===== config.mk =====
export PLATFORM = sky130hd
export DESIGN_NAME = ft245_fifo_ctrl_flat
export DESIGN_NICKNAME = d
export VERILOG_FILES = /design/src/rtl/ft245_fifo_ctrl_if.sv /design/src/rtl/ft245_fifo_ctrl.sv /design/src/flat_wrapper.sv
export SDC_FILE = /design/constraint.sdc
export NUM_CORES = 1
export LEC_CHECK = 0
export CORE_ASPECT_RATIO = 2
export CORE_MARGIN = 4
export CORE_UTILIZATION = 35
export CTS_CLUSTER_DIAMETER = 40
export DETAILED_ROUTE_END_ITERATION = 16
export PLACE_DENSITY_LB_ADDON = 0.1
export SETUP_SLACK_MARGIN = 0.15
export SYNTH_ARGS = -nofsm -noshare
export SYNTH_HDL_FRONTEND = slang
export SYNTH_SLANG_ARGS = --single-unit

===== constraint.sdc =====
create_clock -name clk -period 1.9 [get_ports clk]
set_clock_uncertainty 0.1 [all_clocks]
set_input_delay 0.19 -clock clk [delete_from_list [all_inputs] [get_ports clk]]
set_output_delay 0.19 -clock clk [all_outputs]
set_load 0.02 [all_outputs]

===== src/rtl/ft245_fifo_ctrl_if.sv =====
// ---------------------------------------------------------------------------
// ft245_fifo_ctrl_if
//   Bundles the FT245 pin-side signals and the byte-stream handshakes of
//   ft245_fifo_ctrl.
//   slave  : the controller side (drives strobes, bus drive, rx stream,
//            tx_ready).
//   master : the environment side (FT245 flags, bus readback, rx_ready,
//            tx stream).
//   Signals:
//     rxf_n, txe_n       FT245 status flags (active low, asynchronous)
//     rd_n, wr_n         FT245 strobes (active low)
//     data_in            bus value from the pad tristate
//     data_out, data_oe  bus drive value and its output enable
//     rx_data/valid/ready  received byte stream
//     tx_data/valid/ready  byte stream to transmit
// ---------------------------------------------------------------------------
interface ft245_fifo_ctrl_if;
   logic       rxf_n;
   logic       txe_n;
   logic       rd_n;
   logic       wr_n;
   logic [7:0] data_in;
   logic [7:0] data_out;
   logic       data_oe;
   logic [7:0] rx_data;
   logic       rx_valid;
   logic       rx_ready;
   logic [7:0] tx_data;
   logic       tx_valid;
   logic       tx_ready;

   modport slave (
      input  rxf_n, txe_n, data_in, rx_ready, tx_data, tx_valid,
      output rd_n, wr_n, data_out, data_oe, rx_data, rx_valid, tx_ready
   );

   modport master (
      output rxf_n, txe_n, data_in, rx_ready, tx_data, tx_valid,
      input  rd_n, wr_n, data_out, data_oe, rx_data, rx_valid, tx_ready
   );
endinterface


===== src/rtl/ft245_fifo_ctrl.sv =====
// ---------------------------------------------------------------------------
// ft245_fifo_ctrl
//   Bridges the FT245 asynchronous USB FIFO to a valid/ready byte interface.
//   Reads are strobed out of the FT245 whenever it holds data and the single
//   byte holding register is empty; writes are pushed in when it has space.
//   Both paths share one bidirectional bus and are arbitrated in IDLE with
//   alternating priority on contention.
//   Ports:
//     clk   system clock
//     rst   synchronous, active-high reset
//     bus   ft245_fifo_ctrl_if.slave (FT245 pins, rx stream, tx stream)
//   All outputs are registered except tx_ready, which is a combinational
//   grant indication valid only in IDLE.
// ---------------------------------------------------------------------------
module ft245_fifo_ctrl #(
   parameter int SYNC_STAGES      = 2,
   parameter int RD_PULSE_CLKS    = 4,
   parameter int RD_RECOVERY_CLKS = 3,
   parameter int WR_SETUP_CLKS    = 1,
   parameter int WR_PULSE_CLKS    = 4,
   parameter int WR_RECOVERY_CLKS = 3
) (
   input logic              clk,
   input logic              rst,
   ft245_fifo_ctrl_if.slave bus
);

   localparam int CNT_W = 16;

   // The recovery windows must outlast the synchroniser so that a flag
   // deasserted by the FT245 after a strobe is seen before IDLE re-arbitrates.
   if (SYNC_STAGES < 1) begin : g_bad_sync
      $error("SYNC_STAGES must be at least 1");
   end
   if (RD_PULSE_CLKS < 1 || WR_SETUP_CLKS < 1 || WR_PULSE_CLKS < 1) begin : g_bad_pulse
      $error("pulse and setup lengths must be at least 1");
   end
   if (RD_RECOVERY_CLKS < SYNC_STAGES + 1) begin : g_bad_rd_recovery
      $error("RD_RECOVERY_CLKS must be at least SYNC_STAGES+1");
   end
   if (WR_RECOVERY_CLKS < SYNC_STAGES + 1) begin : g_bad_wr_recovery
      $error("WR_RECOVERY_CLKS must be at least SYNC_STAGES+1");
   end

   typedef enum logic [2:0] {
      IDLE,
      RD_PULSE,
      RD_RECOVER,
      WR_SETUP,
      WR_PULSE,
      WR_HOLD,
      WR_RECOVER
   } state_t;

   state_t                 state;
   state_t                 state_nxt;
   logic [CNT_W-1:0]       cnt;
   logic [SYNC_STAGES-1:0] rxf_sr;
   logic [SYNC_STAGES-1:0] txe_sr;
   logic                   rxf_sync;
   logic                   txe_sync;
   logic                   last_grant_tx;
   logic                   rx_elig;
   logic                   tx_elig;
   logic                   grant_rx;
   logic                   grant_tx;
   logic                   tx_hs;
   logic                   rx_hs;
   logic                   rd_n_nxt;
   logic                   wr_n_nxt;
   logic                   data_oe_nxt;

   // True on the last cycle of a state that lasts n cycles.
   function automatic logic at_end(input logic [CNT_W-1:0] c, input int n);
      return c == CNT_W'(n - 1);
   endfunction

   // Flag synchronisers; idle value is "not available".
   always_ff @(posedge clk) begin
      if (rst) begin
         rxf_sr <= '1;
         txe_sr <= '1;
      end else begin
         rxf_sr[0] <= bus.rxf_n;
         txe_sr[0] <= bus.txe_n;
         for (int i = 1; i < SYNC_STAGES; i++) begin
            rxf_sr[i] <= rxf_sr[i-1];
            txe_sr[i] <= txe_sr[i-1];
         end
      end
   end

   assign rxf_sync = rxf_sr[SYNC_STAGES-1];
   assign txe_sync = txe_sr[SYNC_STAGES-1];

   // A read is only eligible when the holding register is empty, which is
   // what provides back-pressure towards the FT245.
   assign rx_elig  = !rxf_sync && !bus.rx_valid;
   assign tx_elig  = !txe_sync && bus.tx_valid;
   assign grant_rx = (state == IDLE) && rx_elig && (!tx_elig || last_grant_tx);
   assign grant_tx = (state == IDLE) && tx_elig && (!rx_elig || !last_grant_tx);

   assign bus.tx_ready = grant_tx && !rst;
   assign tx_hs        = bus.tx_valid && bus.tx_ready;
   assign rx_hs        = bus.rx_valid && bus.rx_ready;

   // State register and registered outputs.
   always_ff @(posedge clk) begin
      if (rst) begin
         state         <= IDLE;
         cnt           <= '0;
         last_grant_tx <= 1'b1;
         bus.rd_n      <= 1'b1;
         bus.wr_n      <= 1'b1;
         bus.data_oe   <= 1'b0;
         bus.data_out  <= 8'h00;
         bus.rx_data   <= 8'h00;
         bus.rx_valid  <= 1'b0;
      end else begin
         state       <= state_nxt;
         cnt         <= (state_nxt != state) ? '0 : cnt + CNT_W'(1);
         bus.rd_n    <= rd_n_nxt;
         bus.wr_n    <= wr_n_nxt;
         bus.data_oe <= data_oe_nxt;

         if (grant_rx) begin
            last_grant_tx <= 1'b0;
         end else if (tx_hs) begin
            last_grant_tx <= 1'b1;
         end

         if (tx_hs) begin
            bus.data_out <= bus.tx_data;
         end

         // Capture on the edge that ends the read pulse.
         if (state == RD_PULSE && state_nxt == RD_RECOVER) begin
            bus.rx_data  <= bus.data_in;
            bus.rx_valid <= 1'b1;
         end else if (rx_hs) begin
            bus.rx_valid <= 1'b0;
         end
      end
   end

   // Next-state logic.
   always_comb begin
      state_nxt = state;
      case (state)
         IDLE: begin
            if (grant_rx) begin
               state_nxt = RD_PULSE;
            end else if (tx_hs) begin
               state_nxt = WR_SETUP;
            end
         end
         RD_PULSE:   if (at_end(cnt, RD_PULSE_CLKS))    state_nxt = RD_RECOVER;
         RD_RECOVER: if (at_end(cnt, RD_RECOVERY_CLKS)) state_nxt = IDLE;
         WR_SETUP:   if (at_end(cnt, WR_SETUP_CLKS))    state_nxt = WR_PULSE;
         WR_PULSE:   if (at_end(cnt, WR_PULSE_CLKS))    state_nxt = WR_HOLD;
         WR_HOLD:    state_nxt = WR_RECOVER;
         WR_RECOVER: if (at_end(cnt, WR_RECOVERY_CLKS)) state_nxt = IDLE;
         default:    state_nxt = IDLE;
      endcase
   end

   // Output decode from the next state, so the registered strobes and the
   // bus enable change on the same edge as the state. rd_n low and data_oe
   // high belong to disjoint states, so they can never overlap.
   always_comb begin
      rd_n_nxt    = (state_nxt != RD_PULSE);
      wr_n_nxt    = (state_nxt != WR_PULSE);
      data_oe_nxt = (state_nxt == WR_SETUP) || (state_nxt == WR_PULSE) ||
                    (state_nxt == WR_HOLD);
   end

endmodule


===== src/flat_wrapper.sv =====
// flat-port wrapper written by rule: the top's interface ports become plain ports
module ft245_fifo_ctrl_flat 
#(
   parameter int SYNC_STAGES      = 2,
   parameter int RD_PULSE_CLKS    = 4,
   parameter int RD_RECOVERY_CLKS = 3,
   parameter int WR_SETUP_CLKS    = 1,
   parameter int WR_PULSE_CLKS    = 4,
   parameter int WR_RECOVERY_CLKS = 3
)
  (clk, rst, bus_rxf_n, bus_txe_n, bus_data_in, bus_rx_ready, bus_tx_data, bus_tx_valid, bus_rd_n, bus_wr_n, bus_data_out, bus_data_oe, bus_rx_data, bus_rx_valid, bus_tx_ready);
  ft245_fifo_ctrl_if bus_i ();
  input logic clk;
  input logic rst;
  input wire logic [$bits(bus_i.rxf_n)-1:0] bus_rxf_n;
  input wire logic [$bits(bus_i.txe_n)-1:0] bus_txe_n;
  input wire logic [$bits(bus_i.data_in)-1:0] bus_data_in;
  input wire logic [$bits(bus_i.rx_ready)-1:0] bus_rx_ready;
  input wire logic [$bits(bus_i.tx_data)-1:0] bus_tx_data;
  input wire logic [$bits(bus_i.tx_valid)-1:0] bus_tx_valid;
  output wire logic [$bits(bus_i.rd_n)-1:0] bus_rd_n;
  output wire logic [$bits(bus_i.wr_n)-1:0] bus_wr_n;
  output wire logic [$bits(bus_i.data_out)-1:0] bus_data_out;
  output wire logic [$bits(bus_i.data_oe)-1:0] bus_data_oe;
  output wire logic [$bits(bus_i.rx_data)-1:0] bus_rx_data;
  output wire logic [$bits(bus_i.rx_valid)-1:0] bus_rx_valid;
  output wire logic [$bits(bus_i.tx_ready)-1:0] bus_tx_ready;
  assign bus_i.rxf_n = bus_rxf_n;
  assign bus_i.txe_n = bus_txe_n;
  assign bus_i.data_in = bus_data_in;
  assign bus_i.rx_ready = bus_rx_ready;
  assign bus_i.tx_data = bus_tx_data;
  assign bus_i.tx_valid = bus_tx_valid;
  assign bus_rd_n = bus_i.rd_n;
  assign bus_wr_n = bus_i.wr_n;
  assign bus_data_out = bus_i.data_out;
  assign bus_data_oe = bus_i.data_oe;
  assign bus_rx_data = bus_i.rx_data;
  assign bus_rx_valid = bus_i.rx_valid;
  assign bus_tx_ready = bus_i.tx_ready;
  ft245_fifo_ctrl #(.SYNC_STAGES(SYNC_STAGES), .RD_PULSE_CLKS(RD_PULSE_CLKS), .RD_RECOVERY_CLKS(RD_RECOVERY_CLKS), .WR_SETUP_CLKS(WR_SETUP_CLKS), .WR_PULSE_CLKS(WR_PULSE_CLKS), .WR_RECOVERY_CLKS(WR_RECOVERY_CLKS)) u_core (.clk(clk), .rst(rst), .bus(bus_i));
endmodule

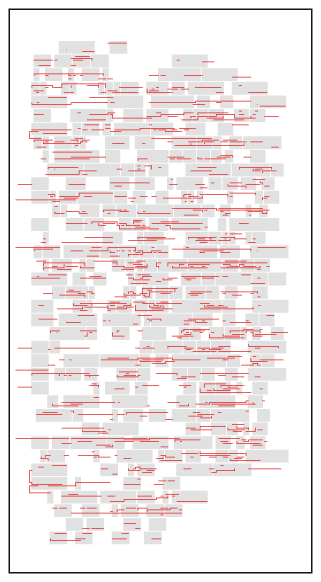
(run_1/m1.png)
The layer carries 1,870 µm of wire. The layer holds 35% of the routed length.
fraction of met1 tracks used by global routing: 0.162
Total Routed Length: 5310 µm
total number of vias: 1,854

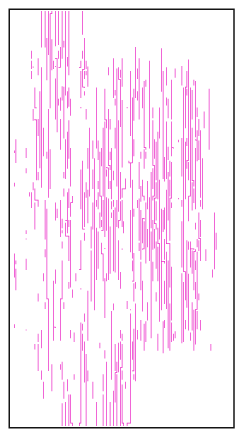
(run_1/m2.png)
The wires run mostly vertical. 302 nets have wire on it. The layer holds 60% of the routed length.

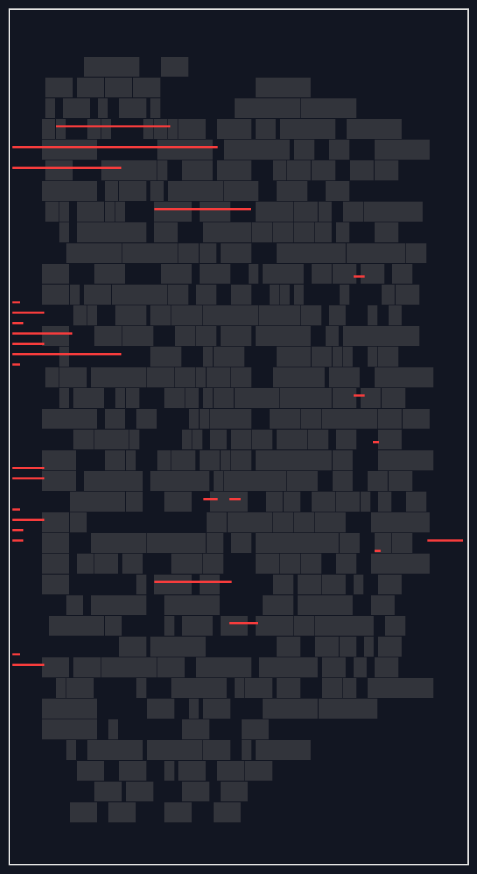
(run_1/m3.png)
The layer carries 142 µm of wire. The wires run mostly horizontal. 22 nets have wire on it. The longest straight run is 26.7 µm. The layer holds 2.7% of the routed length.
met3 usage: 0.0288

## run 1: flip-flops by register name, indices dropped and copies added, names as in the netlist
name,cells
u_core.rxf_sr,2
u_core.bus.data_out,8
u_core.bus.wr_n,1
u_core.cnt,16
u_core.last_grant_tx,1
u_core.txe_sr,2
u_core.bus.rd_n,1
u_core.bus.data_oe,1
u_core.state,3
u_core.bus.rx_valid,1
u_core.bus.rx_data,8
## run 1: worst register-to-register path: stages, from the launching register on
cell and delay [ns]:
sky130_fd_sc_hd__dfxtp_2 0.34, sky130_fd_sc_hd__nor4_4 0.39, sky130_fd_sc_hd__and4_4 0.31, sky130_fd_sc_hd__mux2i_4 0.29
sky130_fd_sc_hd__nand4_1 0.17, sky130_fd_sc_hd__buf_4 0.18, sky130_fd_sc_hd__buf_6 0.13, sky130_fd_sc_hd__a21oi_2 0.12
## run 1: logic make-up after synthesis
family | synth area share
adders and majority gates | 0.0198
DFF | 0.464
buffers and inverters | 0.0376
muxes | 0.0474
AOI/OAI and AO/OA | 0.132
xor gates and xnor gates | 0.0646
and+or+nand+nor | 0.235
## run 1: report_power, final
group,internal [µW],switching [µW],leakage (µW)
clock network,396,343,0.0000548
registers,944,20.0,0.000362
logic,196,140,0.000946
## run 1: what timing repair did
action	4_1_cts	5_1_grt
cloned	3	1
endpoints found under the setup margin	31	40
pin swaps	23	18
hold endpoints to repair	0	0
setup buffers	14	6
hold buffers	0	0
gates resized	49	21
## run 1: layout make-up
type / instances / area (µm²) / area share
Clock inverter: 3 / 46.3 / 0.0138
Sequential cell: 44 / 902 / 0.269
Tap cell: 58 / 72.6 / 0.0216
Clock buffer: 5 / 68.8 / 0.0205
Inverter: 7 / 26.3 / 0.00782
Multi-Input combinational cell: 150 / 1170 / 0.349
Timing Repair Buffer: 110 / 1070 / 0.319
==> ci_impl_report.md, run 1 <==
## Synthesis and layout report

| Metric | Value |
|---|---|
| Leakage power of the design | `0.00136 µW` |
| Top library cells by usage in the layout, fill and taps aside | `sky130_fd_sc_hd__buf_4, sky130_fd_sc_hd__clkdlybuf4s50_1, sky130_fd_sc_hd__dfxtp_1` |
| Sink Count | `44` |
| Endpoint of the lowest-slack register-to-register path | `u_core.cnt[10]$_SDFF_PP0_` |
| Post-route worst hold slack | `0.221 ns` |
| Util after Layout | `0.648` |
| Crit path time final | `2.10 ns` |
| Post-synth area hogs | `sky130_fd_sc_hd__dfxtp_1, sky130_fd_sc_hd__nand2_1, sky130_fd_sc_hd__mux2i_1` |
| Worst-path maximum fanout | `5` |
| CTS tree | `yes` |
| Setup TNS | `-3.10 ns` |
| Mapped Cells | `between 200 and 250` |
| Fin. max-slew vios | `0` |
| Met1 layer wirelength in the final routing | `1870 µm` |
| Cell depth of the worst flop-to-flop path | `7` |
| Die Span Y | `112 µm` |
| Number of buffers inserted by port buffering | `42` |
| Remaining global-route overflow | `0` |
| Min-Delay Startpoint | `rst` |
| Measured slew at the worst slew-check pin | `0.434 ns` |
| Type of element capturing the critical path | `flip-flop` |
| Number of buffers added by the clock tree synthesis step | `5` |
| Status | `finished with violations` |
| Half-perimeter wire length of the detailed placement result | `3620 µm` |
| Slowest cell on the critical path | `sky130_fd_sc_hd__nor4_4` |
| Post-Synthesis Net Count | `237` |
| All-Layer GR Usage | `0.170` |
| Largest net degree at the start of global routing | `20` |
| Final Power | `2040 µW` |
| Portion of the post-synthesis area used by sequential elements | `0.464` |
| Count of max-cap constraint violations | `0` |
| Most crowded layer after global routing | `met2` |
| Met2 Wirelength | `3160 µm` |
| DRC | `0` |
| Clock Latency Late Sink | `about 0.30 ns` |
| Ant. Diodes | `0` |
| Path type of the worst setup path | `reg2reg` |
| Placed Area | `between 2000 and 3000 µm²` |
| OpenROAD warning count | `31` |
| Number of cells in the finished layout apart from fillers | `377` |
| RSZ-0062 raised after global routing | `true` |
| Count of library flops with an enable pin | `0` |
| Die outline area | `slightly below 7000 µm²` |
| Worst Hold Path EP | `u_core.bus.rx_valid$_SDFFE_PP0P_` |
| Final setup margin | `-0.203 ns` |
| Violated checks | `setup timing` |
| Floorplan core area | `~5200 µm²` |
| Final setup violating endpoints | `25` |
| Dominant delay contributor by cell family on the critical path | `simple AND/OR/NAND/NOR gates` |
| CP bufs+invs | `2` |
| GR met2 Demand/Resource | `0.319` |
| Share of cells above drive strength 1 | `0.423` |
| Top metal layer carrying routed signals | `met4` |
| Critical path, cell by cell | `nor4_4, and4_4, mux2i_4, nand4_1, buf_4, buf_6, a21oi_2` |
| Clock transition at path regs | `0.09 ns` |
| Leading cell type by number of instances after synthesis | `sky130_fd_sc_hd__dfxtp_1` |
| H-tree levels | `2` |
| Largest incremental delay on the critical path | `0.39 ns` |
| Root Buffer Master | `sky130_fd_sc_hd__clkbuf_8` |
| Cell type contributing the most total cell area after synthesis | `sky130_fd_sc_hd__dfxtp_1` |
| Area figure in the yosys stat output | `1900 µm²` |
| Chip Width | `60.1 µm` |
| Detail-routed net length per standard cell | `14.1 µm` |
| Fraction of synthesis flops using an asynchronous set or reset pin | `0` |
==> run 2, diff against run 1 <==
--- a/config.mk
+++ b/config.mk
@@ -5,7 +5,6 @@
 export SDC_FILE = /design/constraint.sdc
 export NUM_CORES = 1
 export LEC_CHECK = 0
-export CORE_ASPECT_RATIO = 2
 export CORE_MARGIN = 4
 export CORE_UTILIZATION = 35
 export CTS_CLUSTER_DIAMETER = 40
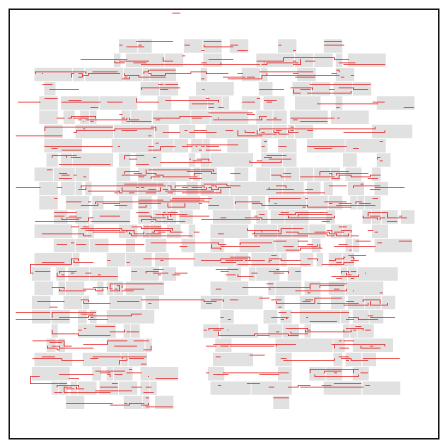
(run_2/m1.png)
308 nets have wire on it. The wires run mostly horizontal. The layer carries 2,140 µm of wire.
total number of vias: 1,784
fraction of met1 tracks used by global routing: 0.188
Total Routed Length: 4870 µm

==> ci_impl_report.md, run 2 <==
## Synthesis and layout report

| Metric | Value |
|---|---|
| Count of TritonRoute iterations in the first routing pass | `4` |
| Cell depth of the worst flop-to-flop path | `6` |
| OpenROAD warning count | `31` |
| Detail-routed net length per standard cell | `12.8 µm` |
| Number of buffers added by the clock tree synthesis step | `5` |
| Top metal layer carrying routed signals | `met4` |
| Maximum vdd drop | `around 0.37 mV` |
| Cell type contributing the most total cell area after synthesis | `sky130_fd_sc_hd__dfxtp_1` |
| DRT iter0 DRCs | `50` |
| Half-perimeter wire length of the detailed placement result | `3410 µm` |
| Count of hold-fix buffers inserted at cts | `0` |
| Fraction of synthesis flops using an asynchronous set or reset pin | `0` |
| DRC | `0` |
| CP bufs+invs | `1` |
| Worst setup SP type | `flip-flop` |
| Largest incremental delay on the critical path | `0.37 ns` |
| All-Layer GR Usage | `0.156` |
| Number of buffers inserted by port buffering | `42` |
| Area of the mapped netlist | `1900 µm²` |
| Clock Latency Late Sink | `0.30 ns` |
| Vias per std cell | `4.68` |
| Final hold vios | `0` |
| Die Span Y | `81.7 µm` |
| Ant. Diodes | `0` |
| Final Power | `1980 µW` |
| Floorplan core area | `around 5200 µm²` |
| Top library cells by usage in the layout, fill and taps aside | `sky130_fd_sc_hd__buf_4, sky130_fd_sc_hd__clkdlybuf4s50_1, sky130_fd_sc_hd__dfxtp_1` |
| Path type of the worst setup path | `reg2reg` |
| Regs by FF count | `u_core.cnt x16, u_core.bus.data_out x8, u_core.bus.rx_data x8` |
| Syn_area_per_cell | `8.96 µm²` |
| Min-Delay Startpoint | `u_core.rxf_sr[0]$_SDFF_PP1_` |
| Sink Count | `~44` |
| Leading cell type by number of instances after synthesis | `sky130_fd_sc_hd__dfxtp_1` |
| Met3 usage | `0.0515` |
| CTS tree | `yes` |
| Util after Layout | `0.619` |
| Chip Width | `81.7 µm` |
| Met1 layer wirelength in the final routing | `about 2100 µm` |
| Final setup violating endpoints | `19` |
| RSZ-0062 raised after global routing | `true` |
| Largest net degree at the start of global routing | `20` |
| Post-route worst hold slack | `around 0.32 ns` |
| Post-synth area hogs | `sky130_fd_sc_hd__dfxtp_1, sky130_fd_sc_hd__nand2_1, sky130_fd_sc_hd__mux2i_1` |
| Final setup margin | `-0.181 ns` |
| Largest register by flop count | `u_core.cnt` |
| Status | `finished with violations` |
| Root Buffer Master | `sky130_fd_sc_hd__clkbuf_8` |
| Met2 Wirelength | `2440 µm` |
| Post-Synthesis Net Count | `237` |
| Clock transition at path regs | `0.08 ns` |
| Leakage power of the design | `0.00128 µW` |
| Mapped Cells | `212` |
| Type of element capturing the critical path | `flip-flop` |
| Initial cell density of the core | `0.367` |
| Count of library flops with an enable pin | `0` |
| Flip-flop count of the largest register, all copies and words added | `16` |
| Dominant delay contributor by cell family on the critical path | `simple AND/OR/NAND/NOR gates` |
| H-tree levels | `2` |
| Slowest cell on the critical path | `sky130_fd_sc_hd__nor4_4` |
| Crit path time final | `2.08 ns` |
| Violated checks | `setup timing` |
| Share of cells above drive strength 1 | `0.383` |
| Worst-path maximum fanout | `11` |
| Worst Hold Path EP | `u_core.rxf_sr[1]$_SDFF_PP1_` |
| Count of max-cap constraint violations | `0` |
| Fin. max-slew vios | `0` |
| Most crowded layer after global routing | `met2` |
| Critical path, cell by cell | `nor4_4, and4_4, mux2i_4, nand4_1, buf_12, a211oi_1` |
| Endpoint of the lowest-slack register-to-register path | `u_core.cnt[0]$_SDFF_PP0_` |
| Die outline area | `approximately 6700 µm²` |
| Area figure in the yosys stat output | `1900 µm²` |
| GR met2 Demand/Resource | `0.270` |
| Remaining global-route overflow | `0` |
| Measured slew at the worst slew-check pin | `0.463 ns` |
| Placed Area | `2780 µm²` |
| Portion of the post-synthesis area used by sequential elements | `0.464` |
| Setup TNS | `-2.37 ns` |
run 2: cell counts after synthesis:
Identical to the previous run, type by type.
run 2: final cells by class:
type,count,area [µm²],share of cell area
Clock inverter,3,42.5,0.0133
Sequential cell,44,893,0.279
Multi-Input combinational cell,150,1130,0.352
Tap cell,70,87.6,0.0273
Inverter,7,26.3,0.00820
Clock buffer,5,68.8,0.0215
Timing Repair Buffer,102,956,0.298
run 2: power by group:
group | total, µW | switching [µW] | internal, µW | leakage, µW
clock | 716 | 327 | 389 | 0.0000541
combinational | 305 | 129 | 177 | 0.000866
sequential | 959 | 14.0 | 945 | 0.000360
total | 1980 | 470 | 1510 | 0.00128
run 2: logic make-up after synthesis:
logic type	synth area share
AND-OR/OR-AND	0.132
XOR/XNOR	0.0646
adder cells (fa/ha/maj)	0.0198
buffers and inverters	0.0376
flip-flops	0.464
multiplexers	0.0474
AND/OR/NAND/NOR	0.235
run 2: worst register-to-register path: stages (launching register included):
cell,delay (ns)
sky130_fd_sc_hd__dfxtp_2,0.34
sky130_fd_sc_hd__nor4_4,0.37
sky130_fd_sc_hd__and4_4,0.31
sky130_fd_sc_hd__mux2i_4,0.25
sky130_fd_sc_hd__nand4_1,0.19
sky130_fd_sc_hd__buf_12,0.20
sky130_fd_sc_hd__a211oi_1,0.23
run 2: through the flow:
step / worst slack [ns] / instances
2_1_floorplan: -0.0401 / 212
3_3_place_gp: -0.394 / 356
3_5_place_dp: -0.414 / 356
4_1_cts: -0.196 / 373
5_1_grt: -0.258 / 381
6_report: -0.181 / 381
run 2: timing repair:
item | 4_1_cts | 5_1_grt
resized | 27 | 14
endpoints found under the setup margin | 26 | 35
buffers inserted | 9 | 7
cloned | 0 | 1
pin swaps | 16 | 10
==> run 3, diff against run 2 <==
--- a/config.mk
+++ b/config.mk
@@ -5,6 +5,7 @@
 export SDC_FILE = /design/constraint.sdc
 export NUM_CORES = 1
 export LEC_CHECK = 0
+export CAP_MARGIN = 20
 export CORE_MARGIN = 4
 export CORE_UTILIZATION = 35
 export CTS_CLUSTER_DIAMETER = 40
@@ -14,3 +15,4 @@
 export SYNTH_ARGS = -nofsm -noshare
 export SYNTH_HDL_FRONTEND = slang
 export SYNTH_SLANG_ARGS = --single-unit
+export TNS_END_PERCENT = 100
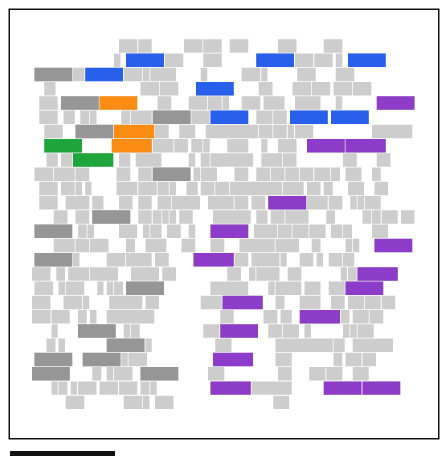
(run_3/ff_map.png)
Scale bar: 20 µm. Other sequential cells in the stronger gray, the rest of the logic in the fainter gray.
`u_core.bus.rx_data`: shown in blue, flops 8. `u_core.txe_sr`: shown in green, flops 2. `u_core.cnt`: shown in purple, flops 16. `u_core.state`: shown in orange, flops 3.

==> ci_impl_report.md, run 3 <==
## Synthesis and layout report

| Metric | Value |
|---|---|
| DRT iter0 DRCs | `50` |
| CTS tree | `yes` |
| Worst Hold Path EP | `u_core.rxf_sr[1]$_SDFF_PP1_` |
| Final setup margin | `-0.181 ns` |
| Clock transition at path regs | `0.08 ns` |
| Ant. Diodes | `0` |
| Share of cells above drive strength 1 | `0.383` |
| Maximum vdd drop | `between 0.3 and 0.4 mV` |
| Status | `finished with violations` |
| Worst setup SP type | `flip-flop` |
| Largest incremental delay on the critical path | `0.37 ns` |
| Final setup violating endpoints | `19` |
| Detail-routed net length per standard cell | `approximately 13 µm` |
| Vias per std cell | `between 4 and 5` |
| Flip-flop count of the largest register, all copies and words added | `16` |
| # Post-CTS Setup Buffers | `9` |
| Floorplan core area | `roughly 5200 µm²` |
| Violated checks | `setup timing` |
| Root Buffer Master | `sky130_fd_sc_hd__clkbuf_8` |
| Count of hold-fix buffers inserted at cts | `0` |
| Half-perimeter wire length of the detailed placement result | `3410 µm` |
| Syn_area_per_cell | `8.96 µm²` |
| Area of the mapped netlist | `1900 µm²` |
| Largest register by flop count | `u_core.cnt` |
| Clock Latency Late Sink | `0.30 ns` |
| RSZ-0062 raised after global routing | `true` |
| Dominant delay contributor by cell family on the critical path | `simple AND/OR/NAND/NOR gates` |
| Initial cell density of the core | `0.367` |
| Fraction of synthesis flops using an asynchronous set or reset pin | `0` |
| CP bufs+invs | `1` |
| Post-synth area hogs | `sky130_fd_sc_hd__dfxtp_1, sky130_fd_sc_hd__nand2_1, sky130_fd_sc_hd__mux2i_1` |
| Total Routed Length | `around 4900 µm` |
| Endpoint of the lowest-slack register-to-register path | `u_core.cnt[0]$_SDFF_PP0_` |
| Leakage power of the design | `roughly 0.0013 µW` |
| Count of max-cap constraint violations | `0` |
| Final hold vios | `0` |
| Leading cell type by number of instances after synthesis | `sky130_fd_sc_hd__dfxtp_1` |
-- run 3: cell counts in the layout (fill, tap and decap cells not counted) --
No cell type changed its count.
-- run 3: power by group --
part | total (µW) | switching (µW) | internal, µW
Combinational | 305 | 129 | 177
Sequential | 959 | 14.0 | 945
Clock | 716 | 327 | 389
Total | 1980 | 470 | 1510
-- run 3: final cells by class --
| cell class | count | area (µm²) | area share |
|---|---|---|---|
| Inverter | 7 | 26.3 | 0.00820 |
| Timing Repair Buffer | 102 | 956 | 0.298 |
| Clock buffer | 5 | 68.8 | 0.0215 |
| Multi-Input combinational cell | 150 | 1130 | 0.352 |
| Sequential cell | 44 | 893 | 0.279 |
| Tap cell | 70 | 87.6 | 0.0273 |
| Clock inverter | 3 | 42.5 | 0.0133 |
-- run 3: kinds of logic (layout without fill, tap and decap cells) --
| logic type | after synthesis | after routing | synth area share |
|---|---|---|---|
| AND-OR/OR-AND | 41 | 41 | 0.132 |
| XOR/XNOR | 14 | 14 | 0.0646 |
| adder cells (fa/ha/maj) | 3 | 3 | 0.0198 |
| buffers and inverters | 18 | 117 | 0.0376 |
| flip-flops | 44 | 44 | 0.464 |
| multiplexers | 9 | 9 | 0.0474 |
| AND/OR/NAND/NOR | 83 | 83 | 0.235 |
-- run 3: stage by stage --
stage	area (µm²)	TNS, ns	hold WS, ns	power (µW)
final	3200	-2.37	0.316	1980
after global routing	3200	-4.00	0.331	2090
after CTS	3070	-2.63	0.317	1990
after detailed placement	2780	-5.69	0.298	1220
after global placement	2780	-5.24	0.293	1220
after floorplan	1990	-0.380	0.194	1100
-- run 3: layer usage --
metal	part of all wire	GRT usage
met1	0.44	0.188
met2	0.50	0.270
met3	0.039	0.0515
met4	0.018	0.0349
met5	0	0
Power figures rest on the tool's default switching activity, not on a simulated workload.
